Run 1, routing congestion map:
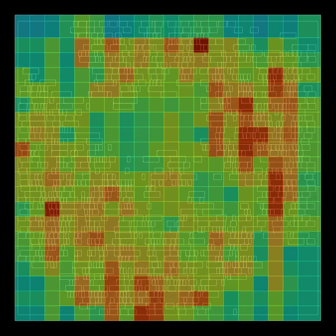
Run 1, routed metal, one colour a layer:
Scale: 3 px per um. Two of the layers only.
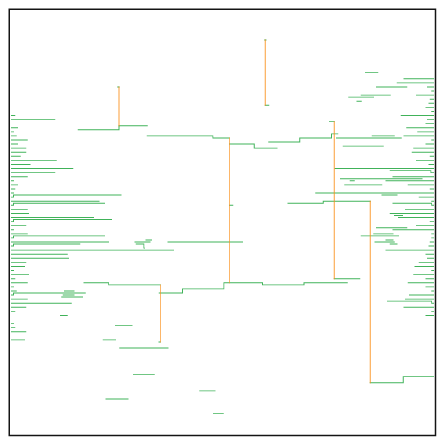
Run 1, zoomed window:
Region (56, 84) to (86, 114) um. Cells in grey, sequential cells in the stronger grey; small squares are vias.
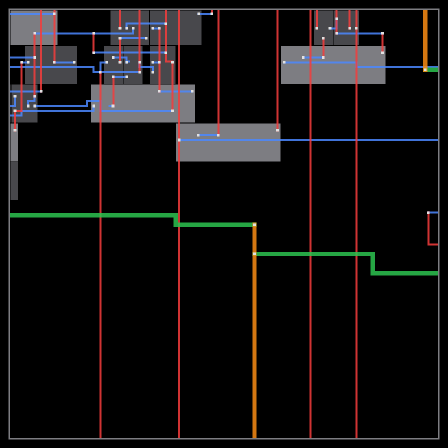
Design lsu_mem_if_flat, sky130hd; sources not shown.
==> flow_summary_export.csv, run 1 <==
group,metric,value,unit
finish,flop_area,2300,sq um
finish,drive_above_1_share,5.63,%
cts,post_cts_buffers,0,
floorplan,die_h,142,um
logic_synthesis,avgSynthCellArea,6.68,sq um
logic_synthesis,top_area_share,39.4,%
finish,layout_top_cells_excl_fill_tap,"225 x nand2_1, 209 x clkdlybuf4s50_1, 129 x nand3_1",
cts,cts_buffers,17,
logic_synthesis,top_cells_by_count,"225 x nand2_1, 129 x nand3_1, 115 x dfxtp_1, 115 x nor2_1, 85 x a21oi_1",
logic_synthesis,logic_family,"simple AND/OR/NAND/NOR gates",
power,p_sw,1.17,mW
finish,clock_buffer_count,23,
cts,cts_root_buf,"clkbuf_16",
status,outcome,"completed",
critical_path,crit_top_cell,"clkdlybuf4s50_1",
logic_synthesis,synth.area.mux_share,0,%
finish,diodes,0,
cts,clk_pin_slew,0.05,ns
final_timing,setup_viol,0,
final_timing,relSlewSlack,34.4,%
grt,grt_util_met1,23.3,%
power,p_clk_share,44.5,%
cts,clkLatencyLatePin,0.41,ns
finish,design_area,8700,sq um
Notes on 'routing congestion map' above:
met2 usage: 30.1%
total track usage: 18.5%
drt wl/cell: 14.0 um
Most Used Layer, Global Route: met2

Notes on 'routed metal, one colour a layer' above:
[orange] met4 | wire length: 215 um
[green] met3 | wire length: 1480 um
Vias: 6230
Routed Wire Length: 18.6 mm

Notes on 'zoomed window' above:
[red] met2
[green] met3
[blue] met1
[orange] met4
most frequent: a21oi_1 (3), dfxtp_1 (3)
sequential cells in the window: 3
cells with their middle in the window: 12

==> inputs of run 2 (changes only) <==
- CORE_MARGIN: default -> 1
Run 2, zoomed window:
Region (56, 84) to (86, 114) um. Cells in grey, sequential cells in the stronger grey; small squares are vias.
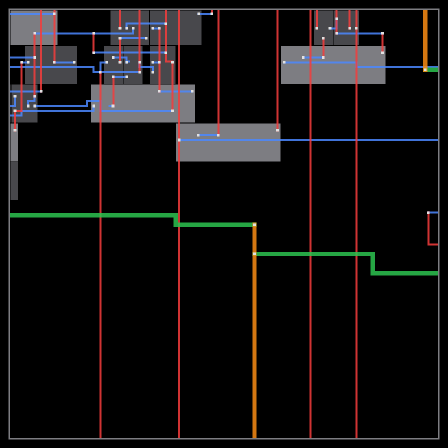
[orange] met4
[blue] met1
[red] met2
[green] met3
sequential cells in the window: 3
cells with their middle in the window: 12
most frequent: a21oi_1 (3), dfxtp_1 (3)

==> flow_summary_export.csv, run 2 <==
group,metric,value,unit
grt,grt.met2_usage,30.1,%
floorplan,die_h,142,um
logic_synthesis,top_area_share,39.4,%
cts,cts_root_buf,"clkbuf_16",
finish,flop_area,2300,sq um
final_timing,setup_viol,0,
critical_path,cpMaxStageDelayCell,"clkdlybuf4s50_1",
logic_synthesis,avgSynthCellArea,6.68,sq um
logic_synthesis,logic_family,"simple AND/OR/NAND/NOR gates",
drt,post_drt_wl_per_cell,14.0,um
drt,wirelength,18.6,mm
final_timing,worstMarginPinSlew,0.983,ns
drt,num_vias,6230,
final_timing,relSlewSlack,34.4,%
grt,grtUsageTotal,18.5,%
cts,htreeDepth,4,
grt,top_usage_layer,"met2",
finish,design_area,8700,sq um
finish,drive_above_1_share,5.63,%
finish,clock_buffer_count,23,
logic_synthesis,synth.area.mux_share,0,%
finish,layout_top_cells_excl_fill_tap,"225 x nand2_1, 209 x clkdlybuf4s50_1, 129 x nand3_1",
cts,clkLatencyLatePin,0.41,ns
power,p_clk,1.90,mW
grt,grt_util_met1,23.3,%
cts,clk_pin_slew,0.05,ns
status,outcome,"completed",
power,p_clk_share,44.5,%
finish,diodes,0,
cts,post_cts_buffers,0,
power,p_sw,1.17,mW
logic_synthesis,top_cells_by_count,"225 x nand2_1, 129 x nand3_1, 115 x dfxtp_1, 115 x nor2_1, 85 x a21oi_1",
critical_path,crit_top_cell,"clkdlybuf4s50_1",
No activity file was given, so power comes from the tool's default toggle rates.
